===== config.mk =====
export PLATFORM = sky130hd
export DESIGN_NAME = demux_1x4_stream
export DESIGN_NICKNAME = d
export VERILOG_FILES = /design/src/rtl/demux_pkg.sv /design/src/rtl/demux_lane_reg.sv /design/src/rtl/demux_1x4_stream.sv
export SDC_FILE = /design/constraint.sdc
export NUM_CORES = 1
export LEC_CHECK = 0
export ABC_AREA = 1
export CORE_MARGIN = 1
export CORE_UTILIZATION = 35
export CTS_CLUSTER_SIZE = 28
export DETAILED_ROUTE_END_ITERATION = 7
export GPL_ROUTABILITY_DRIVEN = 0
export GPL_TIMING_DRIVEN = 0
export SLEW_MARGIN = 20
export SYNTH_ARGS = -nofsm -noshare
export SYNTH_HDL_FRONTEND = slang
export SYNTH_SLANG_ARGS = --single-unit

===== constraint.sdc =====
create_clock -name clk -period 4.7 [get_ports clk]
set_clock_uncertainty 0.05 [all_clocks]
set_input_delay 0.705 -clock clk [delete_from_list [all_inputs] [get_ports clk]]
set_output_delay 0.705 -clock clk [all_outputs]
set_load 0.02 [all_outputs]

===== src/rtl/demux_pkg.sv =====
// Shared types and constants for the 1-to-4 streaming demultiplexer.
package demux_pkg;

    localparam int unsigned LANES = 4;
    localparam int unsigned SEL_W = 2;

    typedef enum logic { MODE_SEL = 1'b0, MODE_RR = 1'b1 } demux_mode_e;

    typedef logic [LANES-1:0] lane_mask_t;

endpackage


===== src/rtl/demux_lane_reg.sv =====
// One-entry valid/ready output register for a single demux lane.
module demux_lane_reg #(
    parameter int unsigned WIDTH = 8
) (
    input  logic             clk,
    input  logic             rst,
    input  logic             fill,
    input  logic [WIDTH-1:0] fill_data,
    output logic             out_valid,
    input  logic             out_ready,
    output logic [WIDTH-1:0] out_data
);

    // A fill wins over a drain so a same-edge drain+fill keeps the lane full.
    always_ff @(posedge clk or posedge rst) begin
        if (rst) begin
            out_valid <= 1'b0;
            out_data  <= '0;
        end else if (fill) begin
            out_valid <= 1'b1;
            out_data  <= fill_data;
        end else if (out_valid && out_ready) begin
            out_valid <= 1'b0;
        end
    end

endmodule


===== src/rtl/demux_1x4_stream.sv =====
// Streaming 1-to-4 demux: explicit-select or round-robin lane steering with
// per-lane one-entry output registers.
module demux_1x4_stream
    import demux_pkg::*;
#(
    parameter int unsigned WIDTH = 8
) (
    input  logic                   clk,
    input  logic                   rst,
    input  logic                   mode,
    input  logic [LANES-1:0]       lane_en,
    input  logic                   in_valid,
    output logic                   in_ready,
    input  logic [WIDTH-1:0]       in_data,
    input  logic [SEL_W-1:0]       in_sel,
    output logic [LANES-1:0]       out_valid,
    input  logic [LANES-1:0]       out_ready,
    output logic [LANES*WIDTH-1:0] out_data,
    output logic                   drop_pulse,
    output logic [SEL_W-1:0]       rr_ptr
);

    demux_mode_e      mode_e;
    logic [SEL_W-1:0] rr_tgt;
    logic             rr_found;
    logic [SEL_W-1:0] tgt;
    logic             tgt_en;
    logic             accept;
    logic             drop;
    lane_mask_t       fill;

    assign mode_e = demux_mode_e'(mode);

    // Circular scan for the first enabled lane at or after rr_ptr.
    always_comb begin
        rr_found = 1'b0;
        rr_tgt   = rr_ptr;
        for (int i = 0; i < int'(LANES); i++) begin
            logic [SEL_W-1:0] idx;
            idx = rr_ptr + SEL_W'(i);
            if (!rr_found && lane_en[idx]) begin
                rr_found = 1'b1;
                rr_tgt   = idx;
            end
        end
    end

    // Disabled select targets accept and discard; an empty RR mask stalls.
    always_comb begin
        tgt      = in_sel;
        tgt_en   = lane_en[in_sel];
        in_ready = 1'b1;
        fill     = '0;
        if (mode_e == MODE_RR) begin
            tgt    = rr_tgt;
            tgt_en = rr_found;
        end
        if (tgt_en) begin
            in_ready = !out_valid[tgt] || out_ready[tgt];
        end else begin
            in_ready = (mode_e == MODE_SEL);
        end
        accept = in_valid && in_ready;
        drop   = accept && !tgt_en;
        if (accept && tgt_en) begin
            fill[tgt] = 1'b1;
        end
    end

    always_ff @(posedge clk or posedge rst) begin
        if (rst) begin
            rr_ptr     <= '0;
            drop_pulse <= 1'b0;
        end else begin
            drop_pulse <= drop;
            if (accept && tgt_en && mode_e == MODE_RR) begin
                rr_ptr <= tgt + SEL_W'(1);
            end
        end
    end

    for (genvar k = 0; k < int'(LANES); k++) begin : g_lane
        demux_lane_reg #(.WIDTH(WIDTH)) u_lane (
            .clk       (clk),
            .rst       (rst),
            .fill      (fill[k]),
            .fill_data (in_data),
            .out_valid (out_valid[k]),
            .out_ready (out_ready[k]),
            .out_data  (out_data[k*WIDTH +: WIDTH])
        );
    end

endmodule


Figure 1. Zoomed window (run 1).
Window x 21 to 61, y 21 to 61 µm. Cells in grey, sequential cells in the stronger grey; small squares are vias.
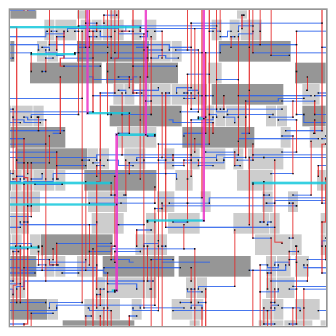
- met2: red
- met1: blue
- met4: magenta
- met3: cyan
- cells with their middle in the window: 104
- netlist names of flops here include: `g_lane.u_lane.out_data` (13), `rr_ptr` (1)
- sequential cells in the window: 14
- most frequent: nand2_1 (32), o21bai_1 (15)

Figure 2. Signal wires on met3 (run 1).
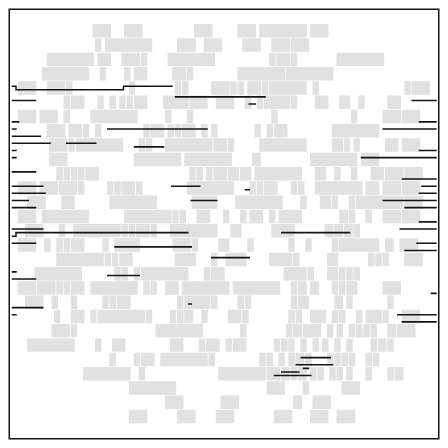
- nets with wire on the layer: 49
- wire length on this layer: 351 µm
M3 GR Usage: 4.44%
vias post-DR: 2033
final wirelength: 5540 µm

Figure 3. Routed metal per tile (run 1).
Scale bar: 20 µm. 16 x 16 tiles, from white (low) to dark blue (high), scaled to the fullest tile. Values are wire area over tile area, all layers added.
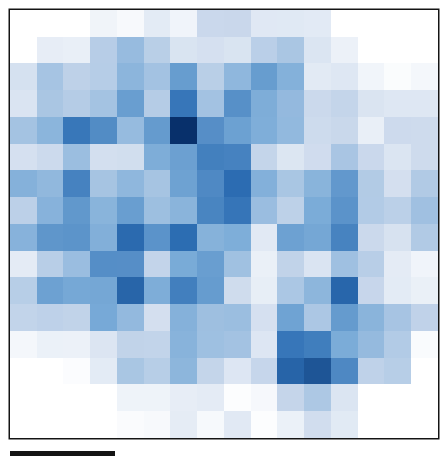
- mean over tiles: 0.13
- fullest tile: 0.44
- nearly empty tiles: 12%
GR Util All Layers: 18.5%
wire per inst: 12.6 µm

Figure 4. Clock distribution (run 1).
Scale bar: 20 µm.
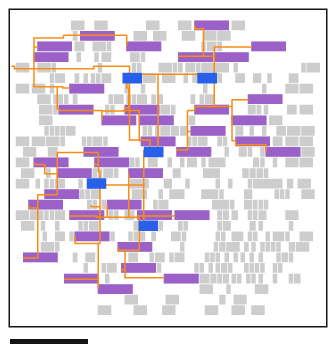
- flip-flops: purple (count 39)
- clock wires: orange (length 536 µm)
- cells driving clock nets: blue (count 5)
- flops lie: all over the die
Clk. pwr: 0.220 mW
clock network fraction of design power: 10.3%

==> flow_metrics.env, run 1 <==
# source this file to load flow results
export IMPL_async_reset_ff_share_pct=100
export IMPL_setup_viol=0
export IMPL_hpwl_um=4020
export IMPL_final_period_utilization_pct=82.1
export IMPL_ys_flops=39
export IMPL_maxSlewViolCount=0
export IMPL_endpoint_kind="primary output"
export IMPL_grt_pass1_wl_um=9250
export IMPL_cp_max_fo=4
export IMPL_top_cells_by_area="dfrtp_1, nand2_1, o21bai_1"
export IMPL_min_delay_start="g_lane[0].u_lane.out_valid"
export IMPL_syn_area_per_cell_um2=7.55
export IMPL_ys_types=23
export IMPL_clock_path_buffers=2
export IMPL_yosys_cells=293
export IMPL_ant_nets=0
export IMPL_gr_usage_met1_pct=24.0
export IMPL_rsz0062_at_grt="no"
export IMPL_cp_cell_sequence="clkdlybuf4s50_1 > nand2_1 > nand3_1 > nand2_1 > nand3_2 > nor2_2 > nand2_1 > nand2_1 > nand2_1 > o21ai_2 > nand3_1 > nand2_1 > nand2_1 > nand2_1 > clkdlybuf4s50_1"
export IMPL_timing_rr_end="g_lane[2].u_lane.out_data[4]"
export IMPL_cp_startpoint="lane_en[3]"
export IMPL_r2r_start="rr_ptr[0]"
export IMPL_outcome="finished clean"
export IMPL_slew_headroom_pct=62.5
export IMPL_hold_path_endpoint="g_lane[0].u_lane.out_valid"
export IMPL_power_frac_comb_pct=61.4
export IMPL_die_y_um=81.5
export IMPL_detail_route_vias_per_cell=4.64
export IMPL_worst_pin_slew_ns=0.562
export IMPL_r2r_slack_ns=1.93
export IMPL_ys_seq_share_pct=44.1
export IMPL_cap_violations=0
export IMPL_ios=62
export IMPL_endpoint="in_ready"
export IMPL_diodes=0
export IMPL_crit_top_cell="nand2_1"
export IMPL_drive_above_1_share_pct=7.71
export IMPL_nNetsFinal=388
export IMPL_start_kind="input port"
export IMPL_finish_utilization_pct=50.4
export IMPL_cts_repair_resized=0
export IMPL_syn_nets=319
export IMPL_worst_path_stages=15
export IMPL_p_int_mw=1.17
export IMPL_die_x_um=81.5
export IMPL_yosys_area_um2=2210
[run 1: stage by stage]
stage | cells | setup slack (ns) | cell area (µm²) | total power, mW | hold slack, ns
final | 438 | 0.843 | 3020 | 2.13 | 0.511
after global routing | 438 | 0.565 | 3020 | 2.32 | 0.532
after CTS | 438 | 0.846 | 3020 | 2.15 | 0.514
after detailed placement | 430 | 0.844 | 2940 | 1.92 | 0.502
after global placement | 429 | 0.866 | 2920 | 1.90 | 0.503
after floorplan | 293 | 2.02 | 2210 | 1.41 | 0.485
[run 1: kinds of logic (layout without fill, tap and decap cells)]
family	count (synthesis)	in the layout	synth area share, %
buffers and inverters	62	132	12.1
AND-OR/OR-AND	41	41	13.5
XOR/XNOR	1	1	0.396
adder cells (fa/ha/maj)	4	4	2.26
flip-flops	39	39	44.1
AND/OR/NAND/NOR	146	146	27.6
[run 1: synth_stat cells (2+ instances only)]
master / count
ha_1: 4
nand2_1: 117
clkinv_1: 4
buf_4: 5
nand3_1: 14
nor2_2: 5
inv_2: 2
buf_6: 2
o22ai_1: 4
dfrtp_1: 39
o21bai_1: 34
nor2_1: 5
inv_1: 47
nand2_2: 2
[run 1: placed cells by master (no fill, tap or decap)]
cell               n
nand2_1          117
clkdlybuf4s50_1   61
inv_1             46
dfrtp_1           39
o21bai_1          34
nand3_1           14
buf_4              5
nor2_2             5
nor2_1             5
clkbuf_8           5
clkinv_1           4
o22ai_1            4
ha_1               4
inv_2              3
clkbuf_1           3
nand2_2            2
buf_6              2
nand3_2            1
o21ai_1            1
xor2_1             1
o21ai_2            1
nand4_1            1
a21oi_1            1
nand4_4            1
buf_2              1
clkinv_2           1
buf_12             1
[run 1: flip-flops by register name, indices dropped and copies added, names as in the netlist]
name	count
g_lane.u_lane.out_data	32
rr_ptr	2
g_lane.u_lane.out_valid	4
drop_pulse	1
[run 1: final cells by class]
cell class                      count  area (µm²)  share of cell area [%]
Buffer                              9        68.8                    2.28
Clock buffer                        7        76.3                    2.53
Clock inverter                      1        5.00                   0.166
Inverter                           53         199                    6.59
Multi-Input combinational cell    192         967                    32.1
Sequential cell                    39         976                    32.4
Tap cell                           75        93.8                    3.11
Timing Repair Buffer               62         631                    20.9
[run 1: power groups by stage]
stage               registers [mW]  logic (mW)  clock network [mW]
floorplan                    0.773       0.633                   0
global placement             0.606        1.30                   0
detailed placement           0.605        1.32                   0
CTS                          0.604        1.32               0.227
global route                 0.623        1.45               0.242
finish                       0.602        1.31               0.220
[run 1: worst register-to-register path, cell delays in order, from the launching register on]
cell and delay (ns):
dfrtp_1 0.37, buf_4 0.17, inv_2 0.11, nand2_1 0.07
nand2_1 0.10, nand2_1 0.09, nand2_1 0.09, nand2_1 0.08
xor2_1 0.13, nand2_1 0.06, nand2_1 0.09, nand2_1 0.06
nand2_1 0.16, ha_1 0.19, clkinv_1 0.29, nor2_2 0.42
nand2_1 0.10, nand2_1 0.08
[run 1: metal layers]
metal / share of wire [%] / wire length [µm] / up-vias
met5: 0 / 0 / -
met4: 1.6 / 87 / 0
met3: 6.3 / 350 / 10
met2: 45 / 2510 / 65
met1: 47 / 2590 / 932
li1: - / - / 1026
Figure 5. Clock routing (run 1).
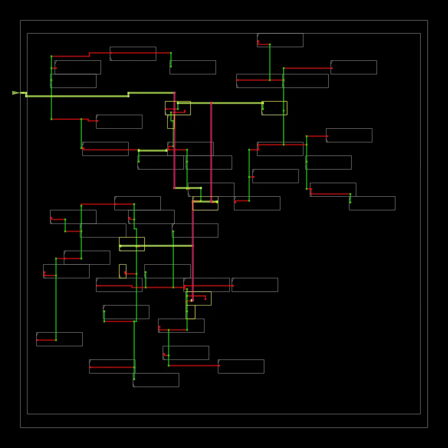

==> run 1 -> run 2 <==
- clock period: 4.7 -> 3.4 ns (I/O delays scaled with it)
Figure 6. Clock routing (run 2).
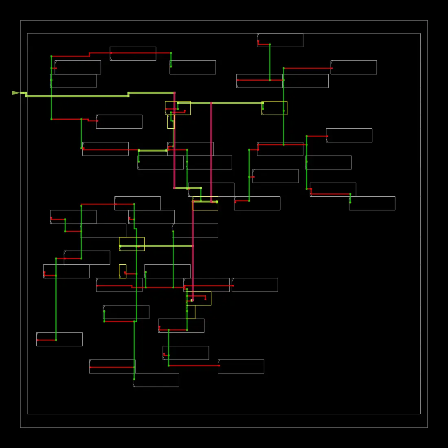
clkbuf count: 7
clock sinks: 39
CTS buffer count: 5

==> run 2 against run 1 <==
Net effect: area after synthesis unchanged; first-iteration DRC count unchanged; via count is the same; critical path depth stayed put; largest power group unchanged.
==> flow_metrics.env, run 2 <==
# source this file to load flow results
export IMPL_detail_route_vias_per_cell=4.64
export IMPL_outcome="finished clean"
export IMPL_dpl_cell_count=430
export IMPL_endpoint_kind="primary output"
export IMPL_seq_area_um2=976
export IMPL_routedWlPerCell_um=12.7
export IMPL_final_area_um2=3010
export IMPL_drive_above_1_share_pct=7.99
export IMPL_clock_path_buffers=2
export IMPL_power_density_nw_per_um2=976
export IMPL_ios=62
export IMPL_die_y_um=81.5
export IMPL_start_kind="input port"
export IMPL_mostFrequentLayoutCells="nand2_1, clkdlybuf4s50_1, inv_1"
export IMPL_crit_top_cell="nand2_1"
export IMPL_syn_area_per_cell_um2=7.55
export IMPL_diodes=0
export IMPL_routed_top_layer="met4"
export IMPL_largest_reg_flops=32
export IMPL_nNetsFinal=388
export IMPL_yosys_cells=293
export IMPL_ys_types=23
export IMPL_reg_top3="g_lane.u_lane.out_data x32, g_lane.u_lane.out_valid x4, rr_ptr x2"
export IMPL_wl_met3_um=352
export IMPL_grt_util_all_layers_pct=18.5
export IMPL_slew_headroom_pct=62.5
export IMPL_logic_area_um2=967
export IMPL_instances_no_fill=438
export IMPL_grt_pass1_wl_um=9250
export IMPL_hold_worst_slack_ns=0.393
export IMPL_syn_nets=319
export IMPL_setup_viol=0
export IMPL_die_x_um=81.5
export IMPL_cp_cell_sequence="clkdlybuf4s50_1 > nand2_1 > nand3_1 > nand2_1 > nand3_2 > nor2_2 > nand2_1 > nand2_1 > nand2_1 > o21ai_2 > nand3_1 > nand2_1 > nand2_1 > nand2_1 > clkbuf_2"
export IMPL_ys_flops=39
export IMPL_ys_seq_share_pct=44.1
export IMPL_final_period_utilization_pct=89.3
export IMPL_rsz0062_at_grt="no"
export IMPL_yosysMostFrequentCell="nand2_1"
export IMPL_top_cells_by_area="dfrtp_1, nand2_1, o21bai_1"
export IMPL_maxSlewViolCount=0
export IMPL_dr_wl_met2_um=2510
export IMPL_route_vias_total=2033
export IMPL_async_reset_ff_share_pct=100
export IMPL_wl_met1_um=2590
export IMPL_common_cells="nand2_1, inv_1, dfrtp_1"
export IMPL_yosys_area_um2=2210
export IMPL_cp_max_fo=4
export IMPL_worst_pin_slew_ns=0.562
-- run 2: cell counts after synthesis --
No cell type changed its count.
-- run 2: final cells by class --
class                   count  area share (%)
plain buffers               9            2.29
clock buffers               7            2.53
clock inverters             1           0.166
inverters                  53            6.61
multi-input cells         192            32.1
flip-flops and latches     39            32.4
well taps                  75            3.12
repair buffers             62            20.8
-- run 2: logic make-up after synthesis --
kind of cell	share of synthesized area, %
flip-flops	44.1
buffers and inverters	12.1
AND/OR/NAND/NOR	27.6
adder cells (fa/ha/maj)	2.26
XOR/XNOR	0.396
AND-OR/OR-AND	13.5
-- run 2: metal layers --
layer / global-route usage (%) / vias up
met2: 30.4 / 65
met1: 24.0 / 932
met5: 0 / -
met4: 5.71 / 0
li1: - / 1026
met3: 4.44 / 10
-- run 2: final timing paths --
| path | from | to | slack (ns) | cells after the start |
|---|---|---|---|---|
| setup / recovery | lane_en[3] | in_ready | 0.36 | 15 |
| hold / removal | rst | g_lane[2].u_lane.out_valid | 0.39 | 2 |
| setup reg to reg | rr_ptr[0] | g_lane[2].u_lane.out_data[4] | 0.63 | 17 |
| hold reg to reg | g_lane[0].u_lane.out_valid | g_lane[0].u_lane.out_valid | 0.51 | 2 |
| max in group asynchronous | rst | g_lane[3].u_lane.out_data[1] | 2.48 | 3 |
| min in group clk | g_lane[0].u_lane.out_valid | g_lane[0].u_lane.out_valid | 0.51 | 2 |
-- run 2: what timing repair did --
action / CTS / global route
cloned: 0 / 0
resized: 1 / 2
setup endpoints to repair: 1 / 1
-- run 2: per-stage QoR --
step           setup slack (ns)  util [%]
3_5_place_dp            -0.0659      49.0
2_1_floorplan             0.938         -
5_1_grt                  0.0939      50.3
4_1_cts                   0.208      50.3
6_report                  0.365      50.3
3_3_place_gp            -0.0443      48.7
-- run 2: power by group --
group	total, mW	leakage (nW)	switching, mW	internal [mW]
logic	1.80	0.986	1.02	0.780
registers	0.832	0.479	0.142	0.690
clock network	0.305	0.0422	0.161	0.144
total	2.94	1.51	1.32	1.61
Figure 7. Zoomed window (run 2).
Window x 21 to 61, y 21 to 61 µm. Cells in grey, sequential cells in the stronger grey; small squares are vias.
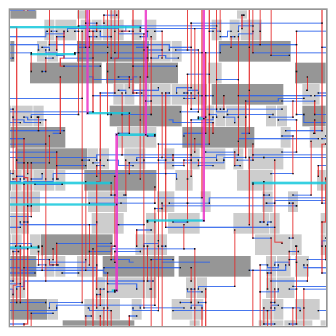

==> run 2 -> run 3 <==
- clock period: 3.4 -> 3.2 ns (I/O delays scaled with it)
Figure 8. Zoomed window (run 3).
Window x 21 to 61, y 21 to 61 µm. Cells in grey, sequential cells in the stronger grey; small squares are vias.
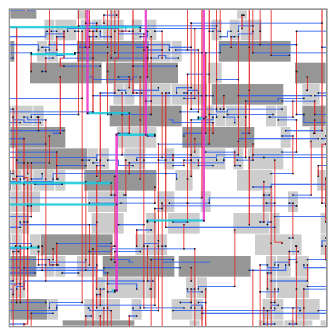
- met2: red
- met4: magenta
- met1: blue
- met3: cyan
- cells with their middle in the window: 104
- netlist names of flops here include: `g_lane.u_lane.out_data` (13), `rr_ptr` (1)
- sequential cells in the window: 14
- most frequent: nand2_1 (32), o21bai_1 (15)

==> run 3 against run 2 <==
Net effect: via count is 0.25% higher; utilization is 0.25 points higher; global-route usage stayed put; worst setup slack worse by 0.11 ns; flip-flop count stayed put.
==> flow_metrics.env, run 3 <==
# source this file to load flow results
export IMPL_endpoint_kind="primary output"
export IMPL_hold_worst_slack_ns=0.363
export IMPL_maxSlewViolCount=0
export IMPL_yosys_cells=293
export IMPL_worst_pin_slew_ns=0.564
export IMPL_yosys_area_um2=2210
export IMPL_cts_buffers=5
export IMPL_slew_headroom_pct=62.4
export IMPL_cp_startpoint="lane_en[2]"
export IMPL_cap_violations=0
export IMPL_syn_nets=319
export IMPL_start_kind="input port"
export IMPL_power_density_nw_per_um2=1040
export IMPL_finish_utilization_pct=50.5
export IMPL_ys_types=23
export IMPL_drive_above_1_share_pct=8.26
export IMPL_yosysMostFrequentCell="nand2_1"
export IMPL_setup_viol=0
export IMPL_nNetsFinal=388
export IMPL_common_cells="nand2_1, inv_1, dfrtp_1"
export IMPL_largest_reg_flops=32
export IMPL_syn_area_per_cell_um2=7.55
export IMPL_ant_nets=0
export IMPL_final_period_utilization_pct=92.0
export IMPL_async_reset_ff_share_pct=100
export IMPL_reg_top3="g_lane.u_lane.out_data x32, g_lane.u_lane.out_valid x4, rr_ptr x2"
export IMPL_grt_util_all_layers_pct=18.5
export IMPL_grt_pass1_wl_um=9250
export IMPL_r2r_slack_ns=0.46
export IMPL_crit_top_cell="nand2_1"
export IMPL_rsz0062_at_grt="no"
export IMPL_ios=62
export IMPL_die_y_um=81.5
export IMPL_mostFrequentLayoutCells="nand2_1, clkdlybuf4s50_1, inv_1"
export IMPL_hpwl_um=4020
export IMPL_placed_area_um2=2940
export IMPL_top_register="g_lane.u_lane.out_data"
export IMPL_final_area_um2=3030
export IMPL_diodes=0
export IMPL_outcome="finished clean"
export IMPL_die_x_um=81.5
export IMPL_r2r_start="rr_ptr[0]"
-- run 3: area by class of cell --
cell class,count,area (µm²)
Inverter,53,199
Sequential cell,39,976
Timing Repair Buffer,62,626
Clock inverter,1,5.00
Fill cell,590,2960
Multi-Input combinational cell,192,982
Clock buffer,7,76.3
Tap cell,75,93.8
Buffer,9,68.8
-- run 3: stage by stage --
| stage | instances | power, mW | worst slack, ns |
|---|---|---|---|
| after floorplan | 293 | 2.06 | 0.761 |
| after global placement | 429 | 2.80 | -0.184 |
| after detailed placement | 430 | 2.82 | -0.206 |
| after CTS | 438 | 3.15 | 0.0677 |
| after global routing | 438 | 3.42 | 0.00619 |
| final | 438 | 3.15 | 0.257 |
-- run 3: logic make-up (layout without fill, tap and decap cells) --
group | count (synthesis) | count (layout) | synth area share (%)
xor gates and xnor gates | 1 | 1 | 0.396
buffers and inverters | 62 | 132 | 12.1
DFF | 39 | 39 | 44.1
AOI/OAI and AO/OA | 41 | 41 | 13.5
and+or+nand+nor | 146 | 146 | 27.6
adders and majority gates | 4 | 4 | 2.26
-- run 3: repair_timing --
item                       in CTS  in global routing
gates cloned                    0                  0
setup endpoints to repair       1                  1
buffers inserted                0                  0
hold buffers                    0                  0
gates resized                   1                  5
-- run 3: report_power, final --
| group | internal, mW | switching (mW) |
|---|---|---|
| Sequential | 0.733 | 0.151 |
| Combinational | 0.836 | 1.10 |
| Clock | 0.153 | 0.171 |
| Total | 1.72 | 1.42 |
-- run 3: metal layers --
metal	vias to the layer above	global-route usage, %	wire (µm)
met2	63	30.4	2540
met5	-	0	0
met4	0	5.71	87
met3	10	4.44	346
li1	1024	-	-
met1	941	24.0	2620
-- run 3: worst paths after layout --
path | endpoint | cells after the start
worst max-delay path | in_ready | 15
worst min-delay path | g_lane[2].u_lane.out_valid | 2
worst max register to register | g_lane[1].u_lane.out_data[1] | 16
min in group clk | g_lane[2].u_lane.out_valid | 2
max in group asynchronous | g_lane[3].u_lane.out_data[1] | 3
worst min register to register | g_lane[2].u_lane.out_valid | 2
Power is estimated from default activity; no workload was simulated.
